--- src/rtl/ps2_mouse_packet_decoder.sv ---
// PS/2 mouse packet decoder: assembles 3-byte packets from the receiver stage and
// integrates the signed deltas into a clamped absolute cursor with button state.
module ps2_mouse_packet_decoder #(
  parameter int H_RES          = 640,
  parameter int V_RES          = 480,
  parameter int TIMEOUT_CYCLES = 2_500_000
) (
  input  logic       clk,
  input  logic       rst_n,
  input  logic [7:0] rx_byte,
  input  logic       rx_valid,
  input  logic       rx_err,
  output logic [9:0] mouse_x,
  output logic [9:0] mouse_y,
  output logic       left_click,
  output logic       right_click,
  output logic       pkt_valid,
  output logic       sync_err
);

  localparam int CW = $clog2(TIMEOUT_CYCLES + 1);
  localparam logic [CW-1:0] TO_LAST = CW'(TIMEOUT_CYCLES - 1);
  localparam logic [9:0] X_MAX  = 10'(H_RES - 1);
  localparam logic [9:0] Y_MAX  = 10'(V_RES - 1);
  localparam logic [9:0] X_HOME = 10'(H_RES / 2);
  localparam logic [9:0] Y_HOME = 10'(V_RES / 2);

  typedef enum logic [1:0] {
    WAIT_B0 = 2'd0,
    WAIT_B1 = 2'd1,
    WAIT_B2 = 2'd2
  } state_t;

  state_t          state_q, state_d;
  logic [7:0]      b0_q, b0_d;
  logic [7:0]      b1_q, b1_d;
  logic [CW-1:0]   cnt_q, cnt_d;
  logic [9:0]      mouse_x_q, mouse_x_d;
  logic [9:0]      mouse_y_q, mouse_y_d;
  logic            left_q, left_d;
  logic            right_q, right_d;
  logic            pkt_valid_q, pkt_valid_d;
  logic            sync_err_q, sync_err_d;

  logic signed [11:0] dx_s;
  logic signed [11:0] dy_neg_s;
  logic               timeout_s;

  // Adds a signed delta to a position and saturates into 0..max.
  function automatic logic [9:0] clamp_add(input logic [9:0] pos,
                                           input logic signed [11:0] delta,
                                           input logic [9:0] max);
    logic signed [11:0] sum;
    sum = $signed({2'b00, pos}) + delta;
    if (sum < 12'sd0) begin
      clamp_add = 10'd0;
    end else if (sum > $signed({2'b00, max})) begin
      clamp_add = max;
    end else begin
      clamp_add = sum[9:0];
    end
  endfunction

  // PS/2 +Y points up while screen rows grow downward, so Y gets the negated delta.
  assign dx_s      = $signed({{3{b0_q[4]}}, b1_q});
  assign dy_neg_s  = 12'sd0 - $signed({{3{b0_q[5]}}, rx_byte});
  assign timeout_s = (state_q != WAIT_B0) && (cnt_q == TO_LAST);

  // Next-state, packet assembly, apply and pulse generation.
  always_comb begin
    state_d     = state_q;
    b0_d        = b0_q;
    b1_d        = b1_q;
    cnt_d       = {CW{1'b0}};
    mouse_x_d   = mouse_x_q;
    mouse_y_d   = mouse_y_q;
    left_d      = left_q;
    right_d     = right_q;
    pkt_valid_d = 1'b0;
    sync_err_d  = 1'b0;
    if (rx_err) begin
      state_d    = WAIT_B0;
      sync_err_d = 1'b1;
    end else if (rx_valid) begin
      case (state_q)
        WAIT_B0: begin
          if (rx_byte[3]) begin
            b0_d    = rx_byte;
            state_d = WAIT_B1;
          end else begin
            sync_err_d = 1'b1;
          end
        end
        WAIT_B1: begin
          b1_d    = rx_byte;
          state_d = WAIT_B2;
        end
        WAIT_B2: begin
          if (b0_q[6]) begin
            mouse_x_d = mouse_x_q;
          end else begin
            mouse_x_d = clamp_add(mouse_x_q, dx_s, X_MAX);
          end
          if (b0_q[7]) begin
            mouse_y_d = mouse_y_q;
          end else begin
            mouse_y_d = clamp_add(mouse_y_q, dy_neg_s, Y_MAX);
          end
          left_d      = b0_q[0];
          right_d     = b0_q[1];
          pkt_valid_d = 1'b1;
          state_d     = WAIT_B0;
        end
        default: begin
          state_d = WAIT_B0;
        end
      endcase
    end else if (timeout_s) begin
      state_d    = WAIT_B0;
      sync_err_d = 1'b1;
    end else if (state_q != WAIT_B0) begin
      cnt_d = cnt_q + {{(CW-1){1'b0}}, 1'b1};
    end else begin
      cnt_d = {CW{1'b0}};
    end
  end

  // State and output registers.
  always_ff @(posedge clk or negedge rst_n) begin
    if (!rst_n) begin
      state_q     <= WAIT_B0;
      b0_q        <= 8'd0;
      b1_q        <= 8'd0;
      cnt_q       <= {CW{1'b0}};
      mouse_x_q   <= X_HOME;
      mouse_y_q   <= Y_HOME;
      left_q      <= 1'b0;
      right_q     <= 1'b0;
      pkt_valid_q <= 1'b0;
      sync_err_q  <= 1'b0;
    end else begin
      state_q     <= state_d;
      b0_q        <= b0_d;
      b1_q        <= b1_d;
      cnt_q       <= cnt_d;
      mouse_x_q   <= mouse_x_d;
      mouse_y_q   <= mouse_y_d;
      left_q      <= left_d;
      right_q     <= right_d;
      pkt_valid_q <= pkt_valid_d;
      sync_err_q  <= sync_err_d;
    end
  end

  assign mouse_x     = mouse_x_q;
  assign mouse_y     = mouse_y_q;
  assign left_click  = left_q;
  assign right_click = right_q;
  assign pkt_valid   = pkt_valid_q;
  assign sync_err    = sync_err_q;

endmodule

--- config.mk ---
export PLATFORM = sky130hd
export DESIGN_NAME = ps2_mouse_packet_decoder
export DESIGN_NICKNAME = d
export VERILOG_FILES = /design/src/rtl/ps2_mouse_packet_decoder.sv
export SDC_FILE = /design/constraint.sdc
export NUM_CORES = 1
export LEC_CHECK = 0
export ABC_AREA = 1
export CAP_MARGIN = 40
export CORE_MARGIN = 1.5
export CORE_UTILIZATION = 50
export CTS_CLUSTER_DIAMETER = 40
export DETAILED_ROUTE_END_ITERATION = 8
export PLACE_DENSITY = 0.81
export SETUP_SLACK_MARGIN = 0.2
export SYNTH_ARGS = -nofsm -noshare
export SYNTH_HDL_FRONTEND = slang
export SYNTH_SLANG_ARGS = --single-unit
--- constraint.sdc ---
create_clock -name clk -period 2.55 [get_ports clk]
set_clock_uncertainty 0.15 [all_clocks]
set_input_delay 0.51 -clock clk [delete_from_list [all_inputs] [get_ports clk]]
set_output_delay 0.51 -clock clk [all_outputs]
set_load 0.01 [all_outputs]
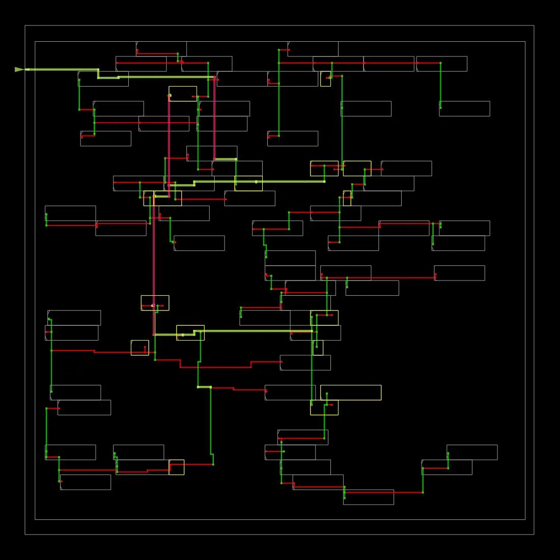
Fig. 1. Clock wiring as the flow saved it.
CTS Buf Count: 9
clk_buf instances: 10
clock network power: 0.000850 W
Flops: 62
clk latency late pin: 330 ps

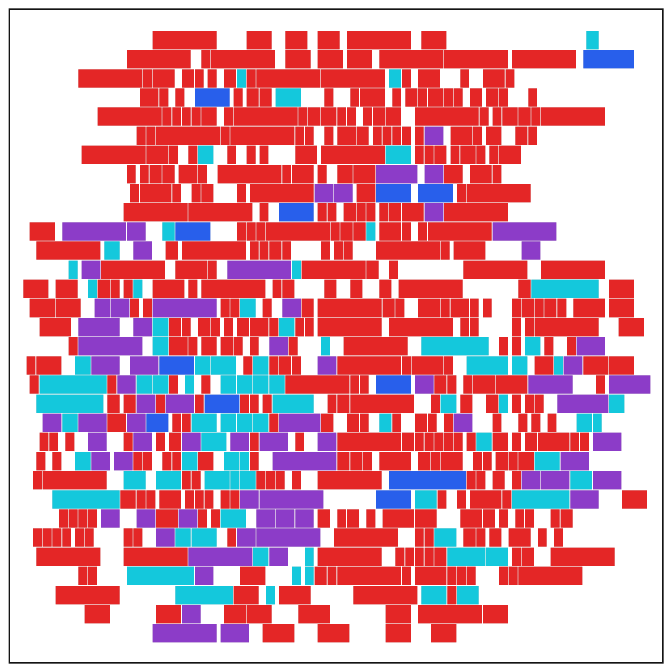
Fig. 2. Cells by drive strength.
Key: red = x1 and smaller [cells 456]; purple = x3 and x4 [cells 70]; blue = x6 and larger [cells 12]; cyan = x2 [cells 80]

==> results.txt <==
run results: Multi-In Gates=396, worst hold slack=24.27 ps, fill cell count=592, post-route ant nets=0, synth warn=0, delay-heaviest family, CP=simple AND/OR/NAND/NOR gates, Worst path max stage delay=420 ps, required time of the critical path=2630 ps, Rows=32, combinational power share=0.487, Reg2Reg Capture Point=mouse_y[1], area grow syn2layout=31.49%, internal power=0.002538 W, crit path kind=register to register, port bufs=35, endpoints failing hold=0, DRC=0, Flop area=1559 µm², Clock Network Area Fraction=0.03573, Die ar.=8590 µm², max cap viols=0, sequential cell power=0.00130 W, Max power group=combinational logic, CP endpoint kind=register, Die X=92.68 µm, Non-Clock Buffer Count=76, Comb power=0.00204 W, Core Region=7767 µm², chip height=92.68 µm, crit path buf inv count=3, LEAKAGE=2.580 nW, metal1 wirelength=4.315 mm, number of global-route vias before repair=3608, router iterations before antenna repair=5, Mean Syn Cell Area=7.602 µm², Post-synth seq share=0.3877, tool warnings=30, CP Launch Type=register, fin util=0.6807, largest net degree at the start of global routing=63, TritonCTS clock tree=done, area of the multi-input gates=2480 µm², Clock transition at path regs=70 ps, Slew Viols, Final=0, yosys stat chip area=4021 µm², top layer in use=met4, total power=0.004192 W, R2R setup slack=280 ps, ys cells=529, clk buf depth=2, diode count=0, f_max=0.4413 GHz, Synth flops=62, status=finished, final reports clean, GP Congestion=0.9278, highest ir drop seen on vdd=0.5174 mV, Largest Register=cnt_q, HPWL after detailed placement=7.083 mm, first-pass GRT wire length=16.16 mm, initial DRC count=256, power share of the sequential group=0.310, vias=3810, final setup margin=283.7 ps, Unique cell types=38, max FFs per register=22, metal3 WL=414 µm, DR vias/cell=5.292, I/O pin cnt=36, Rel. slew slack=0.6833, CP Depth=16, drt wl/cell=14.10 µm, dpl cells=687, Max FO, Critical Path=4, Syn Nets=566, slowest CP cell=dfrtp_1, Worst-Margin Slew=473.9 ps, clock network fraction of total power=0.203, final-report setup violation count=0, sw frac=0.3946, DR WL met2=5.156 mm, Non-clock buffering overhead=0.1275, RSZ-0062 raised after global routing=yes, Non-CTS inverters=68, Power Dens Cells=792.8 nW/µm², H-tree Lvls=3, Post-Route WL=10.15 mm, Min-Delay Path Class=input port to async pin, nets=650, DP Area=4677 µm², antenna violations before repair=0, sw power=0.001654 W, crit path to=mouse_y[1], Finished Layout Cells=720, worst-path cell chain=inv_2 > ha_4 > nand2_1 > inv_1 > nand2_1 > nor2_2 > nand2_2 > nand3_2 > nand2_4 > nand2_2 > nand2_2 > nor2_4 > nand2_4 > buf_4 > o21ai_2 > nand2_1, setup TNS=0 ps, design area=5288 µm², layout cells sized above 1=0.2621, Worst Path Arrival=2340 ps, Cell Area, Synth=4021 µm², DP Worst Slack=-399.4 ps, FP Util=0.5177, clk sinks=62, GRT overflow=0, top cell category=combinational gates, Worst R2R Start=b0_q[5], root buf cell=clkbuf_8, minimum clock period=2266 ps, R2R depth=16, Comb area share=0.4690, Worst Setup SP=b0_q[5], post-route clock period utilization=0.8887, Cells after Synth=529, GRT Total Usage=0.2375, flop share of the area=0.2948, well tap count=102
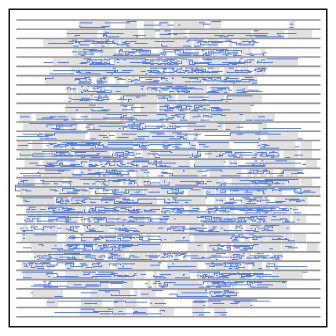
Fig. 3. The metal 1 layer.
Supply wires on this layer in gray.
597 nets have wire on it. The layer holds 43% of the routed length. The longest straight run is 29.4 µm.

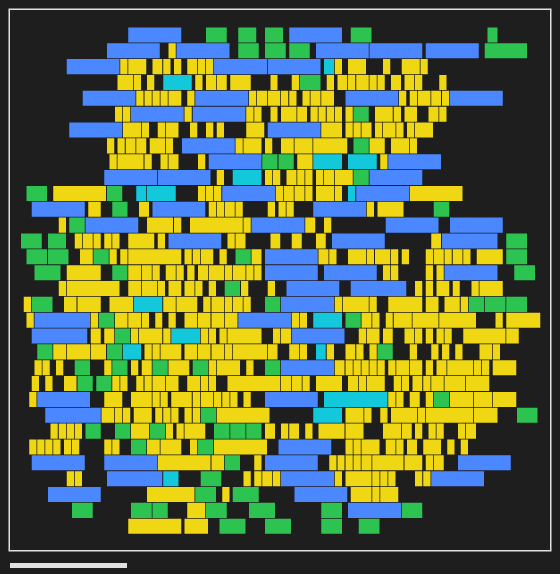
Fig. 4. Placement by cell class.
The bar under the picture is 20 µm long.
Key: green = remaining buffers and delay cells [cells 76, share of their area 13%]; blue = registers [cells 62, share of their area 30%]; yellow = remaining logic cells [cells 464, share of their area 53%]; cyan = clock drivers and dummy loads [cells 16, share of their area 3.7%]

cells by family (layout without fill, tap and decap cells):
family / after synthesis / after routing / share of synthesized area
AOI/OAI and AO/OA: 54 / 54 / 0.08152
adders and majority gates: 25 / 25 / 0.08152
buffers and inverters: 72 / 160 / 0.06783
xor gates and xnor gates: 21 / 21 / 0.04761
and+or+nand+nor: 295 / 296 / 0.3339
DFF: 62 / 62 / 0.3877
routing by layer:
metal	vias up	GRT usage
met5	-	0
met2	104	0.4056
li1	1858	-
met3	30	0.03859
met1	1818	0.3025
met4	0	0.08838
cells in the mapped netlist (all sizes together):
cell type  count  share of area
nand3         33          0.046
o22ai          1         0.0016
a221oi         1         0.0022
nand4          8          0.012
xnor2          6          0.013
inv           68          0.063
nor3           7          0.013
o21ai         29          0.037
fa             2          0.010
nand2        180           0.18
nor2          57          0.059
nor4           3         0.0047
nor3b          3         0.0056
dfstp          6          0.039
xor2          15          0.035
buf            2         0.0025
o21bai         4         0.0075
o311ai         1         0.0022
a21oi         17          0.030
ha            23          0.072
clkbuf         2         0.0019
nand3b         4          0.011
a31oi          1         0.0016
dfrtp         56           0.35
repair_timing:
item,CTS,global route
gates resized,25,51
hold buffers,0,0
setup endpoints to repair,19,30
gates cloned,1,0
pin swaps,7,36
buffers inserted,2,14
layout by cell type (no fill, tap or decap), types with 12 or more instances in the layout:
| master | synthesis | final |
|---|---|---|
| buf_4 | 0 | 40 |
| o21ai_0 | 22 | 21 |
| nand2_1 | 163 | 148 |
| dfrtp_1 | 56 | 56 |
| nor2_1 | 51 | 47 |
| clkdlybuf4s50_1 | 0 | 26 |
| nand2_2 | 14 | 25 |
| ha_1 | 23 | 12 |
| nand3_1 | 29 | 22 |
| inv_2 | 8 | 17 |
| inv_1 | 60 | 50 |
| xor2_1 | 14 | 13 |
Power figures rest on the tool's default switching activity, not on a simulated workload.
